File: config.mk
export PLATFORM = sky130hd
export DESIGN_NAME = runlen_sched
export DESIGN_NICKNAME = d
export VERILOG_FILES = /design/src/rtl/runlen_sched.sv
export SDC_FILE = /design/constraint.sdc
export NUM_CORES = 1
export LEC_CHECK = 0
export ABC_AREA = 1
export CORE_ASPECT_RATIO = 1.25
export CORE_MARGIN = 3
export CORE_UTILIZATION = 43
export CTS_CLUSTER_DIAMETER = 120
export DETAILED_ROUTE_END_ITERATION = 12
export PLACE_DENSITY = 0.66
export REMOVE_ABC_BUFFERS = 1
export SYNTH_ARGS = -nofsm -noshare
export SYNTH_HDL_FRONTEND = slang
export SYNTH_SLANG_ARGS = --single-unit
File: constraint.sdc
create_clock -name clk -period 2.04 [get_ports clk]
set_clock_uncertainty 0.2 [all_clocks]
set_input_delay 0.612 -clock clk [delete_from_list [all_inputs] [get_ports clk]]
set_output_delay 0.612 -clock clk [all_outputs]
set_load 0.1 [all_outputs]
File: src/rtl/runlen_sched.sv
`default_nettype none
// ============================================================================
// Module   : runlen_sched
// Brief    : Round-robin scheduler sharing one saturating run-length counter
//            among NCH pulse requesters; results leave over valid/ready.
// Revision : 1.0 - initial release
// ============================================================================
module runlen_sched #(
    parameter int NCH     = 4,
    parameter int CW      = 5,
    parameter int MIN_LEN = 4,
    parameter int MAX_LEN = 20
) (
    input  logic                     clk,
    input  logic                     rst,
    input  logic [NCH-1:0]           a,
    input  logic                     en,
    input  logic                     res_ready,
    output logic                     res_valid,
    output logic [$clog2(NCH)-1:0]   res_ch,
    output logic [CW-1:0]            res_len,
    output logic                     res_hit,
    output logic                     res_sat,
    output logic                     busy,
    output logic [NCH-1:0]           miss
);

    localparam int            CHW    = $clog2(NCH);
    localparam logic [CW-1:0] SAT_V  = '1;
    localparam logic [CW-1:0] SAT_M1 = SAT_V - CW'(1);
    localparam logic [CW-1:0] MIN_L  = CW'(MIN_LEN);
    localparam logic [CW-1:0] MAX_L  = CW'(MAX_LEN);

    typedef enum logic [1:0] {
        IDLE    = 2'd0,
        MEASURE = 2'd1,
        REPORT  = 2'd2
    } state_t;

    state_t           state;
    logic [NCH-1:0]   a_q;
    logic [NCH-1:0]   pending;
    logic [CHW-1:0]   last_grant;
    logic [CHW-1:0]   g;
    logic [CW-1:0]    cnt;

    logic [NCH-1:0]   rise;
    logic [NCH-1:0]   clr;
    logic [CHW-1:0]   idx;
    logic [CHW-1:0]   sel;
    logic             found;
    logic             grant;
    logic             meas_done;
    logic [CW-1:0]    fin_len;
    logic             fin_sat;

    // Scan from farthest to nearest so the nearest pending channel after
    // last_grant is the one left in sel.
    always_comb begin
        rise  = a & ~a_q;
        found = 1'b0;
        sel   = '0;
        idx   = '0;
        for (int k = NCH; k >= 1; k--) begin
            idx = CHW'((int'(last_grant) + k) % NCH);
            if (pending[idx]) begin
                found = 1'b1;
                sel   = idx;
            end
        end
        grant = (state == IDLE) && en && found;
        clr   = '0;
        if (grant) begin
            clr[sel] = 1'b1;
        end
        fin_sat   = a[g];
        fin_len   = a[g] ? SAT_V : cnt;
        meas_done = !a[g] || (cnt == SAT_M1);
    end

    always_ff @(posedge clk or posedge rst) begin
        if (rst) begin
            state      <= IDLE;
            a_q        <= '0;
            pending    <= '0;
            miss       <= '0;
            cnt        <= '0;
            g          <= '0;
            last_grant <= CHW'(NCH - 1);
            res_valid  <= 1'b0;
            res_ch     <= '0;
            res_len    <= '0;
            res_hit    <= 1'b0;
            res_sat    <= 1'b0;
            busy       <= 1'b0;
        end else begin
            a_q     <= a;
            miss    <= miss | (rise & pending);
            // A rise on the channel being granted re-posts it.
            pending <= (pending & ~clr) | rise;

            case (state)
                IDLE: begin
                    if (grant) begin
                        g          <= sel;
                        last_grant <= sel;
                        cnt        <= '0;
                        state      <= MEASURE;
                        busy       <= 1'b1;
                    end
                end
                MEASURE: begin
                    if (meas_done) begin
                        cnt       <= fin_len;
                        res_valid <= 1'b1;
                        res_ch    <= g;
                        res_len   <= fin_len;
                        res_sat   <= fin_sat;
                        res_hit   <= (fin_len >= MIN_L) && (fin_len <= MAX_L);
                        state     <= REPORT;
                    end else begin
                        cnt <= cnt + CW'(1);
                    end
                end
                REPORT: begin
                    if (res_ready) begin
                        res_valid <= 1'b0;
                        busy      <= 1'b0;
                        state     <= IDLE;
                    end
                end
                default: begin
                    res_valid <= 1'b0;
                    busy      <= 1'b0;
                    state     <= IDLE;
                end
            endcase
        end
    end

endmodule
`default_nettype wire
Run 1, drive-strength map:
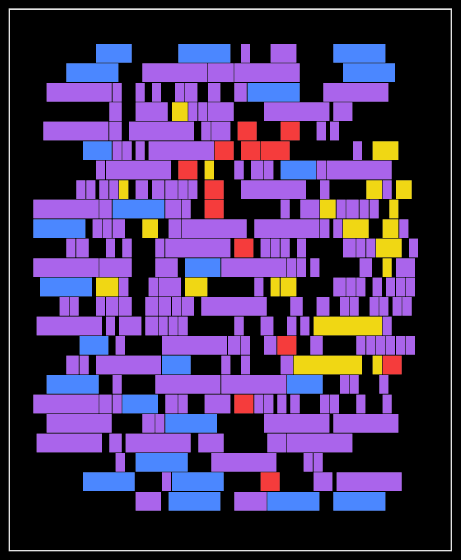
- blue: x6 and larger (cells 24; share 9.6%; most used buf_12)
- yellow: x2 (cells 20; share 8.0%; most used inv_2)
- purple: x1 and smaller (cells 193; share 77%; most used nand2_1)
- red: x3 and x4 (cells 13; share 5.2%; most used buf_4)

Run 1, cell density map:
The bar under the picture is 20 um long. The die is cut into 6 by 8 equal tiles; dark blue is low, red is high, 0 to 100% covered.
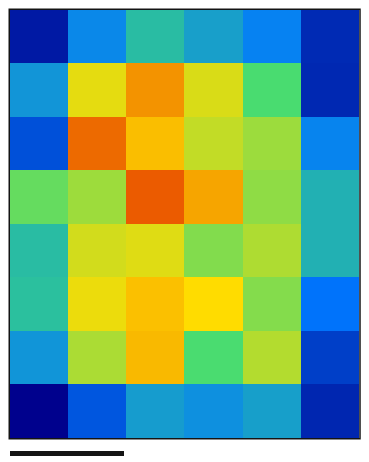
- densest ninth of the die: centre
- emptiest ninth of the die: north-east
- nearly empty tiles: 2.1%
- fullest tile: 90%

==> flow_results.xml, run 1 <==
<?xml version="1.0" encoding="UTF-8"?>
<metrics>
  <group name="status">
    <metric name="status" unit="">finished, final reports clean</metric>
  </group>
  <group name="job">
    <metric name="openroad_warning_count" unit="">26</metric>
  </group>
  <group name="timing">
    <metric name="clock.fmax" unit="GHz">0.521</metric>
    <metric name="timing_worst_slew_pin_value" unit="ns">0.513</metric>
    <metric name="slew_viol_final" unit="">0</metric>
    <metric name="slew-limit-headroom" unit="">0.657</metric>
    <metric name="minimum_clock_period" unit="ns">1.92</metric>
    <metric name="final.period_utilization" unit="">0.942</metric>
    <metric name="finalSetupViolations" unit="">0</metric>
    <metric name="hold_violations" unit="">0</metric>
  </group>
  <group name="floorplan">
    <metric name="fp.coreArea" unit="um2">3600</metric>
    <metric name="floorplan.core_util" unit="">0.460</metric>
    <metric name="io_pins" unit="">23</metric>
    <metric name="tap-cell-count" unit="">39</metric>
    <metric name="chipWidth" unit="um">61.5</metric>
    <metric name="floorplan.rows" unit="">24</metric>
  </group>
  <group name="finish">
    <metric name="logic_inverters" unit="">27</metric>
    <metric name="clkCellAreaFrac" unit="">0.0349</metric>
    <metric name="ff_count" unit="">34</metric>
    <metric name="area.combinational" unit="um2">692</metric>
    <metric name="bufAreaShareNonClock" unit="">0.225</metric>
    <metric name="ratio_of_cells_with_drive_above_1_in_the_final_layout" unit="">0.228</metric>
    <metric name="buffers_excl_clock" unit="">38</metric>
    <metric name="clock_tree_buffer_count_of_the_final_layout" unit="">8</metric>
    <metric name="most_frequent_cells_in_the_layout" unit="">nand2_1 (74), dfrtp_1 (32), inv_1 (21)</metric>
    <metric name="reg.largest.list" unit="">cnt (5), res_len (5)</metric>
    <metric name="register_area" unit="um2">853</metric>
    <metric name="fillCellCount" unit="">316</metric>
    <metric name="layout.comb_gates.multi_input" unit="">143</metric>
    <metric name="area_dominant_class" unit="">flip-flops and latches</metric>
    <metric name="final_nets" unit="">259</metric>
    <metric name="antenna-diode-count" unit="">0</metric>
    <metric name="layout_top_cell_excl_fill_tap" unit="">nand2_1</metric>
    <metric name="flow.area_growth_from_synthesis" unit="%">38.4</metric>
  </group>
  <group name="logic_synthesis">
    <metric name="synth-area-yosys" unit="um2">1660</metric>
    <metric name="netlist_logic_family_top" unit="">simple AND/OR/NAND/NOR gates</metric>
    <metric name="sequential_to_total_area_share_from_yosys_stat" unit="">0.515</metric>
    <metric name="cell_area_synth" unit="um2">1660</metric>
    <metric name="post-synth-top-area-cell" unit="">dfrtp_1</metric>
    <metric name="count_of_unique_library_cells_instantiated_by_yosys" unit="">24</metric>
    <metric name="yosys-stat-cells" unit="">206</metric>
    <metric name="netlist.area_leader.share" unit="">0.483</metric>
    <metric name="synth-simple-area-share" unit="">0.285</metric>
    <metric name="aoi_share" unit="">0.100</metric>
    <metric name="post_synth_inst_count" unit="">206</metric>
    <metric name="synthMuxAreaShare" unit="">0</metric>
    <metric name="postSynthRegisterBits" unit="">34</metric>
    <metric name="synth_warn" unit="">0</metric>
    <metric name="yosys-top-cells-area" unit="">dfrtp_1 (48%), nand2_1 (17%), inv_1 (5.0%)</metric>
    <metric name="post_synth_fa_ha_maj_area_fraction" unit="">0.0151</metric>
    <metric name="syn_area_per_cell" unit="um2">8.04</metric>
  </group>
  <group name="global_route">
    <metric name="antenna_violations_before_repair" unit="">0</metric>
    <metric name="use_met1" unit="">0.209</metric>
    <metric name="grt_pass1_vias" unit="">1395</metric>
    <metric name="grt_first_pass_wirelength" unit="mm">6.09</metric>
    <metric name="grt_max_degree" unit="">35</metric>
    <metric name="met2_usage" unit="">0.315</metric>
    <metric name="grt_overflow" unit="">0</metric>
    <metric name="global_route.usage.total" unit="">0.184</metric>
  </group>
  <group name="routing">
    <metric name="detail_route.first_pass.iterations" unit="">4</metric>
    <metric name="avgRoutedWirePerCell" unit="um">12.4</metric>
    <metric name="dr_total_vias" unit="">1414</metric>
    <metric name="detail_route.wirelength.met1" unit="mm">1.48</metric>
    <metric name="topRoutingLayerUsed" unit="">met4</metric>
    <metric name="postRouteAntennaNets" unit="">0</metric>
    <metric name="met2_length" unit="mm">1.91</metric>
    <metric name="post_drt_via_cell_ratio" unit="">4.89</metric>
    <metric name="remaining_drc_errors" unit="">0</metric>
    <metric name="totalWireLength" unit="mm">3.60</metric>
    <metric name="detailedRoute.firstIterationViolations" unit="">59</metric>
    <metric name="met3_length" unit="um">137</metric>
  </group>
  <group name="clocking">
    <metric name="cts-hold-fix-buffers" unit="">0</metric>
    <metric name="max-clock-path-buffers" unit="">2</metric>
    <metric name="clock.latency.late_pin" unit="ns">0.29</metric>
    <metric name="ctsRootBufferMaster" unit="">clkbuf_8</metric>
    <metric name="cts_inserted_buffers" unit="">5</metric>
    <metric name="cts_num_sinks" unit="">34</metric>
    <metric name="cts_tree" unit="">built</metric>
    <metric name="htree_num_levels" unit="">2</metric>
  </group>
  <group name="placement">
    <metric name="post-dp-hpwl" unit="mm">2.78</metric>
    <metric name="port_buffers" unit="">22</metric>
    <metric name="routability_cong" unit="">0.865</metric>
  </group>
  <group name="setup_path">
    <metric name="worst_path_max_delay_cell" unit="">clkdlybuf4s50_1</metric>
    <metric name="required" unit="ns">2.01</metric>
    <metric name="criticalPathCategory" unit="">in -&gt; reg</metric>
    <metric name="path_cells" unit="">clkdlybuf4s50_1, nand2_1, nand3_1, nand2_1, inv_2, nand2_1, buf_4, inv_1, a21oi_1, nand2_1, o21ai_1</metric>
    <metric name="setup_crit_start_kind" unit="">input pin</metric>
    <metric name="worstPathArrival" unit="ns">1.89</metric>
    <metric name="critical_path_peak_fanout" unit="">5</metric>
    <metric name="critical_path.max_stage_delay" unit="ns">0.50</metric>
    <metric name="end_kind" unit="">flop</metric>
  </group>
  <group name="worst_hold_path">
    <metric name="hold_path_class" unit="">reg -&gt; reg</metric>
  </group>
</metrics>
Run 1, routing congestion:
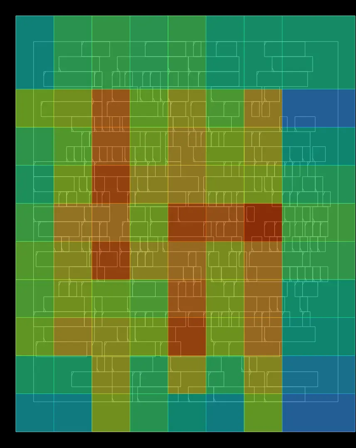
end-of-flow core utilization: 0.636
GRT Max-Usage Layer: met2
met3 GRT Util: 0.0593

Run 1, M2 wires:
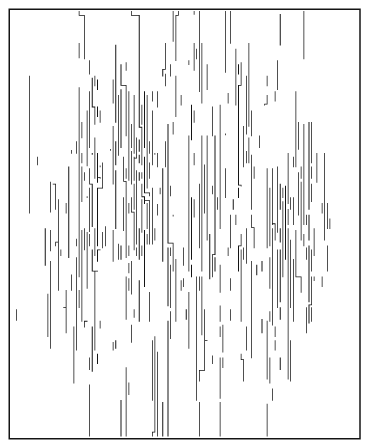
- nets with wire on the layer: 208
- main direction: vertical

run 1: timing repair:
item | 4_1_cts | 5_1_grt
gates resized | 0 | 9
buffers inserted | 0 | 1
setup endpoints to repair | 0 | 12
run 1: worst paths after layout:
check                                     startpoint                   endpoint  slack [ns]  cells past startpoint
max                                             a[0]         cnt[0]$_DFFE_PP0P_        0.12                     11
min                             pending[1]$_DFF_PP0_       pending[1]$_DFF_PP0_        0.30                      2
max reg2reg                last_grant[1]$_DFFE_PP1P_  last_grant[0]$_DFFE_PP1P_        0.19                     11
min reg2reg                     pending[1]$_DFF_PP0_       pending[1]$_DFF_PP0_        0.30                      2
max in group asynchronous                        rst  last_grant[0]$_DFFE_PP1P_        0.93                      3
min in group asynchronous                        rst          miss[1]$_DFF_PP0_        0.46                      3
run 1: cell usage after synthesis:
library cell   n
nor3_1         4
dfrtp_1       32
nand2_4        1
nand3_2        3
nor3b_1        1
inv_1         22
o21ai_1        5
buf_2          1
dfstp_2        2
nor2_2         2
buf_4          1
inv_2          5
o22ai_1        1
ha_1           2
a21oi_1        3
o21bai_1       4
o21ai_0       13
nand3_1       10
nor2_1         9
nand2_1       75
nand2_2        4
xor2_1         3
o21ai_2        2
a21boi_1       1
run 1: critical path: cells and delay by family:
kind / cells / cell delay (ns)
compound gates: 2 / 0.12
buf+inv: 4 / 0.80
simple gates: 5 / 0.35
run 1: per-stage QoR:
step / hold slack [ns] / setup TNS, ns / cells / area (um2) / setup slack, ns
after detailed placement: 0.289 / -3.41 / 280 / 2190 / -0.236
after global placement: 0.284 / -3.00 / 280 / 2190 / -0.209
final: 0.299 / 0 / 289 / 2290 / 0.119
after CTS: 0.305 / 0 / 288 / 2270 / 0.0652
after floorplan: 0.262 / 0 / 204 / 1640 / 0.157
after global routing: 0.321 / -0.000512 / 289 / 2290 / -0.000512
==> run 1 -> run 2 <==
--- a/config.mk
+++ b/config.mk
@@ -8,11 +8,12 @@
 export ABC_AREA = 1
 export CORE_ASPECT_RATIO = 1.25
 export CORE_MARGIN = 3
-export CORE_UTILIZATION = 43
+export CORE_UTILIZATION = 53
 export CTS_CLUSTER_DIAMETER = 120
 export DETAILED_ROUTE_END_ITERATION = 12
-export PLACE_DENSITY = 0.66
+export PLACE_DENSITY = 0.79
 export REMOVE_ABC_BUFFERS = 1
+export SETUP_SLACK_MARGIN = 0.3
 export SYNTH_ARGS = -nofsm -noshare
 export SYNTH_HDL_FRONTEND = slang
 export SYNTH_SLANG_ARGS = --single-unit
==> run 2 against run 1 <==
  * Hold slack better by 0.024 ns
  * Design area is 6.5% higher
  * Die area is 17% lower
  * Non-clock buffer count up 3
  * Maximum frequency increased by 0.81%
  * Highest routed layer unchanged
==> flow_results.xml, run 2 <==
<?xml version="1.0" encoding="UTF-8"?>
<metrics>
  <group name="logic_synthesis">
    <metric name="postSynthRegisterBits" unit="">34</metric>
    <metric name="yosys-stat-cells" unit="">206</metric>
    <metric name="sequential_to_total_area_share_from_yosys_stat" unit="">0.515</metric>
    <metric name="post-synth-top-area-cell" unit="">dfrtp_1</metric>
    <metric name="post_synth_fa_ha_maj_area_fraction" unit="">0.0151</metric>
    <metric name="netlist_logic_family_top" unit="">simple AND/OR/NAND/NOR gates</metric>
    <metric name="cell_area_synth" unit="um2">1660</metric>
    <metric name="ys_dominant_reg_cell" unit="">dfrtp_1</metric>
    <metric name="synth_warn" unit="">0</metric>
    <metric name="syn_area_per_cell" unit="um2">8.04</metric>
    <metric name="count_of_unique_library_cells_instantiated_by_yosys" unit="">24</metric>
    <metric name="aoi_share" unit="">0.100</metric>
    <metric name="yosys-top-cells-area" unit="">dfrtp_1 (48%), nand2_1 (17%), inv_1 (5.0%)</metric>
    <metric name="yosysMostFrequentCell" unit="">nand2_1</metric>
    <metric name="synth-area-yosys" unit="um2">1660</metric>
    <metric name="netlist.area_leader.share" unit="">0.483</metric>
    <metric name="post_synth_inst_count" unit="">206</metric>
    <metric name="post_synth_xor_area_fraction" unit="">0.0159</metric>
    <metric name="common_cells" unit="">nand2_1 (75), dfrtp_1 (32), inv_1 (22)</metric>
    <metric name="synth-simple-area-share" unit="">0.285</metric>
    <metric name="synthMuxAreaShare" unit="">0</metric>
    <metric name="ys_async_sr_fraction" unit="">1.00</metric>
    <metric name="edf_count" unit="">0</metric>
  </group>
  <group name="finish">
    <metric name="finish.cell_count_without_fillers" unit="">289</metric>
    <metric name="fillCellCount" unit="">173</metric>
    <metric name="final_nets" unit="">262</metric>
    <metric name="ratio_of_cells_with_drive_above_1_in_the_final_layout" unit="">0.348</metric>
    <metric name="flow.area_growth_from_synthesis" unit="%">47.4</metric>
    <metric name="reg.largest.list" unit="">cnt (5), res_len (5)</metric>
    <metric name="most_frequent_cells_in_the_layout" unit="">nand2_1 (54), dfrtp_1 (32), inv_1 (21)</metric>
    <metric name="layout_top_cell_excl_fill_tap" unit="">nand2_1</metric>
    <metric name="antenna-diode-count" unit="">0</metric>
    <metric name="area.combinational" unit="um2">817</metric>
    <metric name="register_area" unit="um2">853</metric>
  </group>
  <group name="routing">
    <metric name="remaining_drc_errors" unit="">0</metric>
    <metric name="postRouteAntennaNets" unit="">0</metric>
    <metric name="topRoutingLayerUsed" unit="">met4</metric>
    <metric name="detailedRoute.firstIterationViolations" unit="">83</metric>
    <metric name="detail_route.first_pass.iterations" unit="">4</metric>
    <metric name="post_drt_via_cell_ratio" unit="">5.18</metric>
    <metric name="avgRoutedWirePerCell" unit="um">13.8</metric>
    <metric name="detail_route.wirelength.met1" unit="mm">1.59</metric>
    <metric name="met3_length" unit="um">123</metric>
    <metric name="met2_length" unit="mm">2.18</metric>
  </group>
  <group name="setup_path">
    <metric name="rr_worst_depth" unit="">11</metric>
    <metric name="required" unit="ns">2.11</metric>
    <metric name="cp_top_family" unit="">simple AND/OR/NAND/NOR gates</metric>
    <metric name="setup_crit_start_kind" unit="">flop</metric>
    <metric name="worstPathArrival" unit="ns">1.98</metric>
    <metric name="path_cells" unit="">buf_6, nand2_2, nand3_2, nand2_2, nor2_4, nand3_4, nand2_8, nand2_4, inv_2, nand2_1, o21ai_2</metric>
    <metric name="end_kind" unit="">flop</metric>
    <metric name="critical_path.n_buffers_inverters" unit="">2</metric>
    <metric name="worst_path_max_delay_cell" unit="">dfstp_2</metric>
    <metric name="crit_top_cell" unit="">nand2_2</metric>
    <metric name="criticalPathCategory" unit="">reg -&gt; reg</metric>
    <metric name="critical_path_peak_fanout" unit="">5</metric>
    <metric name="critical_path.max_stage_delay" unit="ns">0.60</metric>
    <metric name="timing.critical_path.depth" unit="">11</metric>
    <metric name="setup.reg_to_reg.worst_slack" unit="ns">0.13</metric>
  </group>
  <group name="placement">
    <metric name="post-dp-hpwl" unit="mm">2.69</metric>
    <metric name="preCtsSetupSlack" unit="ns">-0.190</metric>
    <metric name="port_buffers" unit="">22</metric>
    <metric name="routability_cong" unit="">0.893</metric>
    <metric name="dp_cells" unit="">274</metric>
  </group>
  <group name="floorplan">
    <metric name="chipWidth" unit="um">56.0</metric>
    <metric name="io_pins" unit="">23</metric>
    <metric name="die_h" unit="um">68.5</metric>
    <metric name="die_area" unit="um2">3840</metric>
    <metric name="floorplan.rows" unit="">22</metric>
    <metric name="fp.coreArea" unit="um2">2970</metric>
    <metric name="floorplan.core_util" unit="">0.557</metric>
  </group>
  <group name="global_route">
    <metric name="grt_pass1_vias" unit="">1418</metric>
    <metric name="grt_overflow" unit="">0</metric>
    <metric name="grt_util_met3" unit="">0.0503</metric>
    <metric name="use_met1" unit="">0.250</metric>
    <metric name="grt_most_used_layer" unit="">met2</metric>
    <metric name="global_route.usage.total" unit="">0.215</metric>
    <metric name="grt_max_degree" unit="">35</metric>
    <metric name="antenna_violations_before_repair" unit="">0</metric>
    <metric name="grt_first_pass_wirelength" unit="mm">6.32</metric>
  </group>
  <group name="clocking">
    <metric name="cts_num_sinks" unit="">34</metric>
    <metric name="max-clock-path-buffers" unit="">2</metric>
    <metric name="clock.latency.late_pin" unit="ns">0.34</metric>
    <metric name="clkTransAtPathRegs" unit="ns">0.10</metric>
    <metric name="cts_inserted_buffers" unit="">5</metric>
    <metric name="htree_num_levels" unit="">2</metric>
    <metric name="ctsRootBufferMaster" unit="">clkbuf_4</metric>
    <metric name="cts_tree" unit="">built</metric>
  </group>
  <group name="worst_hold_path">
    <metric name="hold_path_class" unit="">reg -&gt; reg</metric>
    <metric name="timing.hold.worst_path_depth" unit="">3</metric>
  </group>
  <group name="timing">
    <metric name="minimum_clock_period" unit="ns">1.91</metric>
    <metric name="grt_setup_unrepaired" unit="">true</metric>
    <metric name="postLayoutSetupSlackWorst" unit="ns">0.135</metric>
    <metric name="slew_viol_final" unit="">0</metric>
    <metric name="final.period_utilization" unit="">0.934</metric>
    <metric name="whs" unit="ns">0.324</metric>
    <metric name="clock.fmax" unit="GHz">0.525</metric>
    <metric name="slew-limit-headroom" unit="">0.721</metric>
    <metric name="fin_tns_setup" unit="ns">0</metric>
    <metric name="finalSetupViolations" unit="">0</metric>
    <metric name="timing_worst_slew_pin_value" unit="ns">0.417</metric>
    <metric name="hold_violations" unit="">0</metric>
  </group>
  <group name="job">
    <metric name="openroad_warning_count" unit="">28</metric>
    <metric name="drv.max_cap_violation_count" unit="">0</metric>
  </group>
  <group name="status">
    <metric name="status" unit="">finished, final reports clean</metric>
  </group>
</metrics>
run 2: cell types whose count changed in the layout (fill, tap and decap cells not counted), moves of 3 or more:
cell and delta:
nand2_1 -20, nand2_2 +15, clkbuf_1 -3, dlygate4sd2_1 +4, nand2_4 +4, nand3_2 +3, clkdlybuf4s50_1 -3, clkbuf_4 +5
nand3_1 -4
run 2: final timing paths:
path                                      startpoint                         to
max                        last_grant[0]$_DFFE_PP1P_         cnt[2]$_DFFE_PP0P_
max reg2reg                last_grant[0]$_DFFE_PP1P_         cnt[2]$_DFFE_PP0P_
min in group asynchronous                        rst          miss[2]$_DFF_PP0_
max in group asynchronous                        rst  last_grant[0]$_DFFE_PP1P_
min reg2reg                         a_q[0]$_DFF_PP0_       pending[0]$_DFF_PP0_
min                                 a_q[0]$_DFF_PP0_       pending[0]$_DFF_PP0_
run 2: repair_timing:
action                                  4_1_cts  5_1_grt
endpoints found under the setup margin       41       30
pin swaps                                     0        2
hold buffers                                  0        0
resized                                      15       36
setup buffers                                 5        2
run 2: layout make-up:
cell class | instances | share of cell area
clock buffer | 8 | 0.0323
sequential | 34 | 0.350
timing repair buffer | 41 | 0.219
tap | 36 | 0.0185
inverter | 27 | 0.0456
multi-input combinational | 143 | 0.335
run 2: metrics by stage:
step,area [um2],util
CTS,2300,0.773
global placement,2160,0.727
floorplan,1640,-
global route,2440,0.821
detailed placement,2160,0.727
finish,2440,0.821
run 2: cells by family (layout without fill, tap and decap cells):
logic type | count (synthesis) | in the layout
simple gates | 109 | 109
flops | 34 | 34
compound gates | 29 | 29
buf+inv | 29 | 76
xor+xnor | 3 | 3
fa+ha+maj | 2 | 2
Run 2, metal 1:
Cells faint in the background.
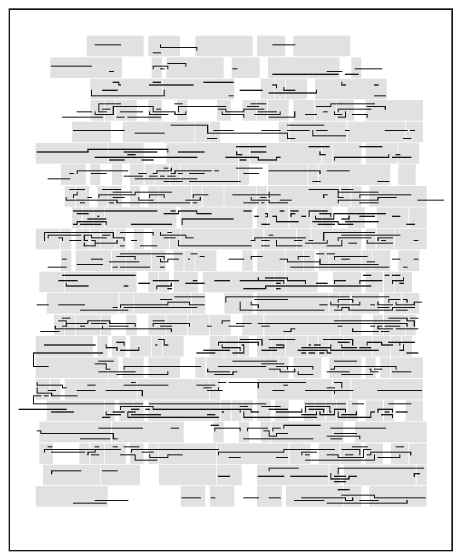
- longest straight run: 18.9 um
- nets with wire on the layer: 237
- wire length on this layer: 1,590 um

Run 2, M2 wires:
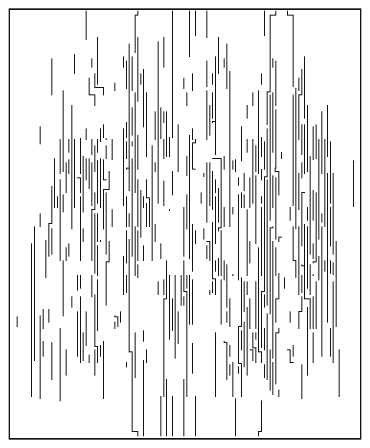
- nets with wire on the layer: 229
- wire length on this layer: 2,180 um
- share of all routed wire: 55%
- main direction: vertical
met2 layer usage reported by global route: 0.387
total via count after detailed routing: 1,496
total detailed-routing wirelength: 3.97 mm

